===== src/rtl/bitstream_word_buffer.sv =====
// Byte-to-16-bit word packer feeding a show-ahead FIFO for the CAVLC decoder.
// Define EPB_STRIP_EN to drop H.264 emulation-prevention bytes (00 00 03 -> 00 00).
module bitstream_word_buffer #(
    parameter int DEPTH = 8,
    localparam int ADDR_W = $clog2(DEPTH)
) (
    input  logic              Clk,
    input  logic              Reset,
    input  logic [7:0]        ByteIn,
    input  logic              ByteValid,
    output logic              ByteReady,
    input  logic              Flush,
    input  logic              RdReq,
    output logic [15:0]       Bitstream,
    output logic              WordValid,
    output logic [ADDR_W:0]   Level,
    output logic              Underflow,
    output logic              EpbDrop
);

    localparam logic [1:0] EMPTY_HI   = 2'd0;
    localparam logic [1:0] HALF       = 2'd1;
    localparam logic [1:0] FLUSH_WAIT = 2'd2;

    localparam logic [ADDR_W:0] FULL_LEVEL = (ADDR_W + 1)'(DEPTH);

    logic [1:0]        state_reg, state_next;
    logic [7:0]        hi_byte_reg, hi_byte_next;
    logic [ADDR_W-1:0] rd_ptr_reg, wr_ptr_reg;
    logic [ADDR_W:0]   level_reg;
    logic              underflow_reg;
    logic [15:0]       mem [DEPTH];

    logic              hi_valid;
    logic              full;
    logic              word_valid;
    logic              byte_ready;
    logic              byte_accept;
    logic              byte_pack;
    logic              push;
    logic              pop;
    logic [15:0]       push_word;

    always_comb begin
        hi_valid    = (state_reg != EMPTY_HI);
        full        = (level_reg == FULL_LEVEL);
        word_valid  = (level_reg != '0);
        // Readiness depends only on registered state; a same-cycle pop does not help.
        byte_ready  = !(hi_valid && full) && (state_reg != FLUSH_WAIT);
        byte_accept = ByteValid && byte_ready;
        pop         = RdReq && word_valid;
    end

`ifdef EPB_STRIP_EN
    logic [1:0] zero_run_reg, zero_run_next;
    logic       epb_hit;
    logic       epb_drop_reg;

    always_comb begin
        epb_hit       = byte_accept && (ByteIn == 8'h03) && (zero_run_reg == 2'd2);
        zero_run_next = zero_run_reg;
        if (byte_accept) begin
            if (epb_hit) begin
                zero_run_next = 2'd0;
            end else if (ByteIn == 8'h00) begin
                zero_run_next = (zero_run_reg == 2'd2) ? 2'd2 : zero_run_reg + 2'd1;
            end else begin
                zero_run_next = 2'd0;
            end
        end
        // End of slice breaks any zero run, even one built by a byte in this cycle.
        if (Flush) begin
            zero_run_next = 2'd0;
        end
        byte_pack = byte_accept && !epb_hit;
    end

    always_ff @(posedge Clk) begin
        if (Reset) begin
            zero_run_reg <= 2'd0;
            epb_drop_reg <= 1'b0;
        end else begin
            zero_run_reg <= zero_run_next;
            epb_drop_reg <= epb_hit;
        end
    end

    assign EpbDrop = epb_drop_reg;
`else
    always_comb begin
        byte_pack = byte_accept;
    end

    assign EpbDrop = 1'b0;
`endif

    // The byte is processed first; a same-cycle Flush then acts on the resulting state.
    always_comb begin
        state_next   = state_reg;
        hi_byte_next = hi_byte_reg;
        push         = 1'b0;
        push_word    = 16'h0000;
        case (state_reg)
            EMPTY_HI: begin
                if (byte_pack) begin
                    hi_byte_next = ByteIn;
                    if (Flush) begin
                        if (!full) begin
                            push      = 1'b1;
                            push_word = {ByteIn, 8'h00};
                        end else begin
                            state_next = FLUSH_WAIT;
                        end
                    end else begin
                        state_next = HALF;
                    end
                end
            end
            HALF: begin
                if (byte_pack) begin
                    push       = 1'b1;
                    push_word  = {hi_byte_reg, ByteIn};
                    state_next = EMPTY_HI;
                end else if (Flush) begin
                    if (!full) begin
                        push       = 1'b1;
                        push_word  = {hi_byte_reg, 8'h00};
                        state_next = EMPTY_HI;
                    end else begin
                        state_next = FLUSH_WAIT;
                    end
                end
            end
            FLUSH_WAIT: begin
                if (!full) begin
                    push       = 1'b1;
                    push_word  = {hi_byte_reg, 8'h00};
                    state_next = EMPTY_HI;
                end
            end
            default: begin
                state_next = EMPTY_HI;
            end
        endcase
    end

    always_ff @(posedge Clk) begin
        if (Reset) begin
            state_reg     <= EMPTY_HI;
            hi_byte_reg   <= 8'h00;
            rd_ptr_reg    <= '0;
            wr_ptr_reg    <= '0;
            level_reg     <= '0;
            underflow_reg <= 1'b0;
        end else begin
            state_reg   <= state_next;
            hi_byte_reg <= hi_byte_next;
            if (push) begin
                wr_ptr_reg <= wr_ptr_reg + 1'b1;
            end
            if (pop) begin
                rd_ptr_reg <= rd_ptr_reg + 1'b1;
            end
            case ({push, pop})
                2'b10:   level_reg <= level_reg + 1'b1;
                2'b01:   level_reg <= level_reg - 1'b1;
                default: level_reg <= level_reg;
            endcase
            if (RdReq && !word_valid) begin
                underflow_reg <= 1'b1;
            end
        end
    end

    // Storage needs no reset: the head is masked until a word has been written.
    always_ff @(posedge Clk) begin
        if (push) begin
            mem[wr_ptr_reg] <= push_word;
        end
    end

    assign ByteReady = byte_ready;
    assign WordValid = word_valid;
    assign Bitstream = word_valid ? mem[rd_ptr_reg] : 16'h0000;
    assign Level     = level_reg;
    assign Underflow = underflow_reg;

endmodule


===== config.mk =====
export PLATFORM = sky130hd
export DESIGN_NAME = bitstream_word_buffer
export DESIGN_NICKNAME = d
export VERILOG_FILES = /design/src/rtl/bitstream_word_buffer.sv
export SDC_FILE = /design/constraint.sdc
export NUM_CORES = 1
export LEC_CHECK = 0
export ABC_AREA = 1
export CORE_MARGIN = 1
export CORE_UTILIZATION = 40
export CTS_CLUSTER_SIZE = 28
export DETAILED_ROUTE_END_ITERATION = 8
export PLACE_DENSITY_LB_ADDON = 0.12
export SETUP_SLACK_MARGIN = 0.02
export SYNTH_ARGS = -nofsm -noshare
export SYNTH_HDL_FRONTEND = slang
export SYNTH_SLANG_ARGS = --single-unit

===== constraint.sdc =====
create_clock -name Clk -period 6.28 [get_ports Clk]
set_clock_uncertainty 0.05 [all_clocks]
set_input_delay 1.256 -clock Clk [delete_from_list [all_inputs] [get_ports Clk]]
set_output_delay 1.256 -clock Clk [all_outputs]
set_load 0.05 [all_outputs]

pdn.png
The bar under the picture is 50 µm long. Pins as bars on the die edge.
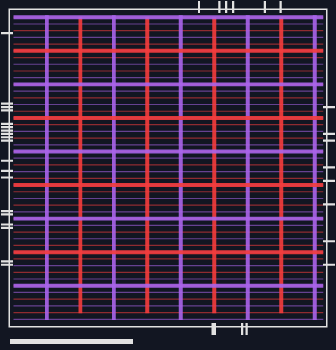
[VSS] purple
[VDD] red
signal pins: 37
met4 straps: 9

cell_classes.png
Fill, decap, tap and diode cells in gray.
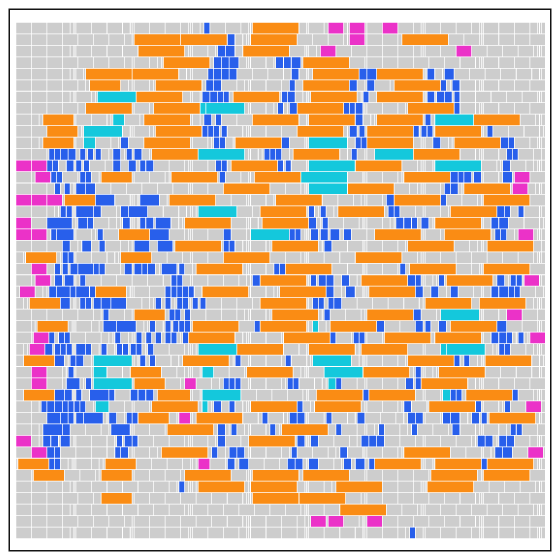
[other buffers and delay cells] magenta | cells: 38 | share of their area: 5.2%
[all other logic] blue | cells: 400 | share of their area: 26%
[clock drivers and dummy loads] cyan | cells: 32 | share of their area: 8.5%
[flip-flops] orange | cells: 152 | share of their area: 60%
final core occ: 0.487
# rows: 45

==> flow_summary.yaml <==
# flow metrics
run_status:
  outcome: "finished, final reports clean"
final_timing:
  slew_headroom: 0.347
  fmax_mhz: 212
  finalMaxSlewViolations: 0
  setup_ws_ps: 1560
  period_used_share: 0.751
  post-route-min-period_ps: 4720
  rsz0062_at_grt: "no"
  hold_slack_ps: 407
  tns_ps: 0
  setup_viol: 0
  worst_slew_pin_slew_ps: 978
  hold_viol_final: 0
place:
  gp_congestion: 0.832
  dp_hpwl_mm: 8.31
  pre_cts_ws_ps: 2000
  io_buffers: 35
logic_synthesis:
  syn_inst: 579
  top_logic_kind: "simple AND/OR/NAND/NOR gates"
  edf_count: 128
  mux_area_frac: 0
  synthAoiAreaFrac: 0.121
  yosys.area_share.adder: 0.00984
  ys_types: 30
  ys_chip_area_um2: 6360
  synth_area_per_cell_um2: 11.0
  yosysWarnings: 0
  async_reset_ff_frac: 0
  ys_sh_xor: 0.00413
  yosysCellCount: 579
  synth-simple-area-share: 0.141
  syn_area_um2: 6360
  flop_cell: "edfxtp_1"
  syn_nets: 597
  ys_seq_elements: 152
  yosysSeqAreaShare: 0.680
clock_tree:
  cts.sinks: 152
  cts_buffers: 17
  path_clk_slew_ps: 60
  cts_setup_buffers: 0
  clk_latency_ps: 410
  cts_tree: "yes"
  cts_hold_buf: 0
  cts_buffer_depth: 2
  htreeDepth: 4
  ctsRootBufferMaster: "clkbuf_16"
  postCtsResizedCells: 0
power_and_ir_drop:
  p_per_area_nw_per_um2: 455
  power_mw: 3.40
  power.switching_mw: 1.24
  cellLeakagePower_nw: 2.77
  pwr-share-seq: 0.347
  p_int_mw: 2.16
  power_frac_comb: 0.345
  peakVddDrop_mv: 0.303
  netSwitchingFraction: 0.364
worst_setup_path:
  crit_fanout: 65
  endpoint_kind: "output port"
  worstReg2RegEnd: "Level[2]"
  worstReg2RegStart: "Level[0]"
  r2r_cells: 11
  critPathRequiredTime_ps: 4970
  crit_type: "flip-flop to output port"
  cp.arrival_ps: 3410
  rrSetupSlack_ps: 3320
  cp-start-kind: "flip-flop"
floorplanning:
  fp-utilization: 0.414
  core-area_um2: 15400
  die_area_um2: 16400
  die_w_um: 128
  die_h_um: 128
  pin_count: 37
finish:
  drive_gt1_frac: 0.0884
  final_common_cell: "nor2_1"
  layout_top_cells: "nor2_1 (136), edfxtp_1 (128), o21ai_0 (61)"
  nets: 627
  fillCellCount: 1395
  largest_reg_flops: 128
  n_antenna_cell: 0
  syn_to_final_growth_pct: 17.6
grt:
  grt_max_degree: 66
  antenna_found_initial: 0
  grt_overflow: 0
  grt_pass1_wl_mm: 22.1
  grt_pass1_vias: 4074
min_path:
  holdPathStages: 2
  hp-class: "flip-flop to flip-flop"
  worstHoldStart: "Underflow"
  min_to: "Underflow"
drt:
  avgViaCountPerCell: 5.05
  drtIter0Drc: 307
  drc_errors: 0
  postRouteAntennaNets: 0
  dr.pass1.iters: 4
flow_run:
  drv_cap: 0
  warnings: 27
clock_map.png
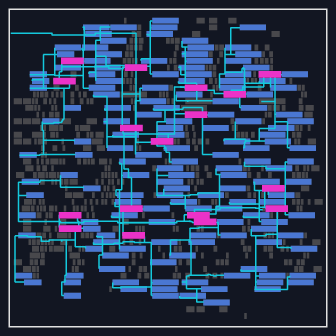
[cells driving clock nets] magenta | count: 17
[flip-flops] blue | count: 152
[clock wires] cyan | length: 1,770 µm
routed clock nets: 18
flops lie: all over the die
Clk pwr share: 0.308
Clk. pwr: 1.05 mW

metal_stack.png
The bar under the picture is 50 µm long. Only two layers are drawn.
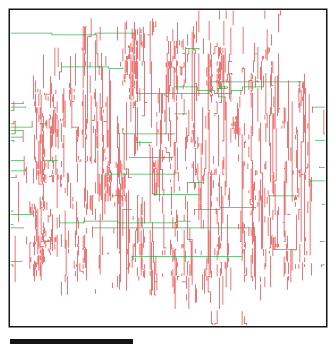
[met3] green | wire length: 623 µm
[met2] red | wire length: 6,430 µm
total number of vias: 4,206
Post-Route WL: 14.1 mm
gr usage total: 0.184
DR WL/cell: 16.9 µm

[worst max-delay path by stage]
stage | start | end | slack [ps] | cells after the start
after floorplan | Level[2] | Bitstream[10] | 2640 | 5
after global placement | flip-flop | Bitstream[13] | 2080 | 7
after detailed placement | flip-flop | Bitstream[15] | 2000 | 7
after CTS | flip-flop | Bitstream[15] | 1540 | 7
after global routing | flip-flop | Bitstream[15] | 1300 | 7
final | flip-flop | Bitstream[15] | 1560 | 7
[Yosys cell counts (6+ instances only)]
cell type,n,area (µm²)
a21oi_1,14,70.1
a31oi_1,16,100
buf_2,9,45.0
clkbuf_1,11,41.3
dfxtp_1,24,480
edfxtp_1,128,3840
inv_1,32,120
inv_2,7,26.3
nand2_1,40,150
nand3_1,6,30.0
nand4_1,8,50.1
nor2_1,136,510
o21ai_0,61,305
o21ai_1,52,260
[critical path: stages, from the launching register on]
cell and delay, ps:
dfxtp_2 310, buf_4 290, inv_2 820, o21ai_0 200
o21ai_1 110, o21ai_0 80, a31oi_1 250, clkdlybuf4s50_1 850
[routing by layer]
metal,routed length [µm],track usage,vias up
met3,623,0.0492,13
met5,0,0,-
li1,-,-,2084
met1,6860,0.252,2021
met4,176,0.0574,0
met2,6430,0.286,88
[power groups by stage]
stage               registers [mW]  clock network (mW)  logic (mW)
floorplan                     1.24                   0       0.808
global placement              1.20                   0        1.17
detailed placement            1.20                   0        1.18
CTS                           1.18                1.07        1.19
global route                  1.19                1.11        1.28
finish                        1.18                1.05        1.17
[kinds of logic after synthesis]
| family | after synthesis |
|---|---|
| fa+ha+maj | 5 |
| flops | 152 |
| simple gates | 206 |
| other cells | 1 |
| xor+xnor | 3 |
| buf+inv | 66 |
| compound gates | 146 |
[area by class of cell]
class,count,area [µm²],area share
Tap cell,211,264,0.0353
Multi-Input combinational cell,361,1760,0.235
Timing Repair Buffer,38,373,0.0499
Inverter,39,146,0.0196
Clock buffer,18,429,0.0574
Clock inverter,14,181,0.0243
Sequential cell,152,4330,0.578
[per-stage QoR]
stage	area, µm²	cells
floorplan	6360	579
global placement	6870	801
detailed placement	6870	801
CTS	7480	833
global route	7480	833
finish	7480	833
Power and IR drop assume default switching activity.
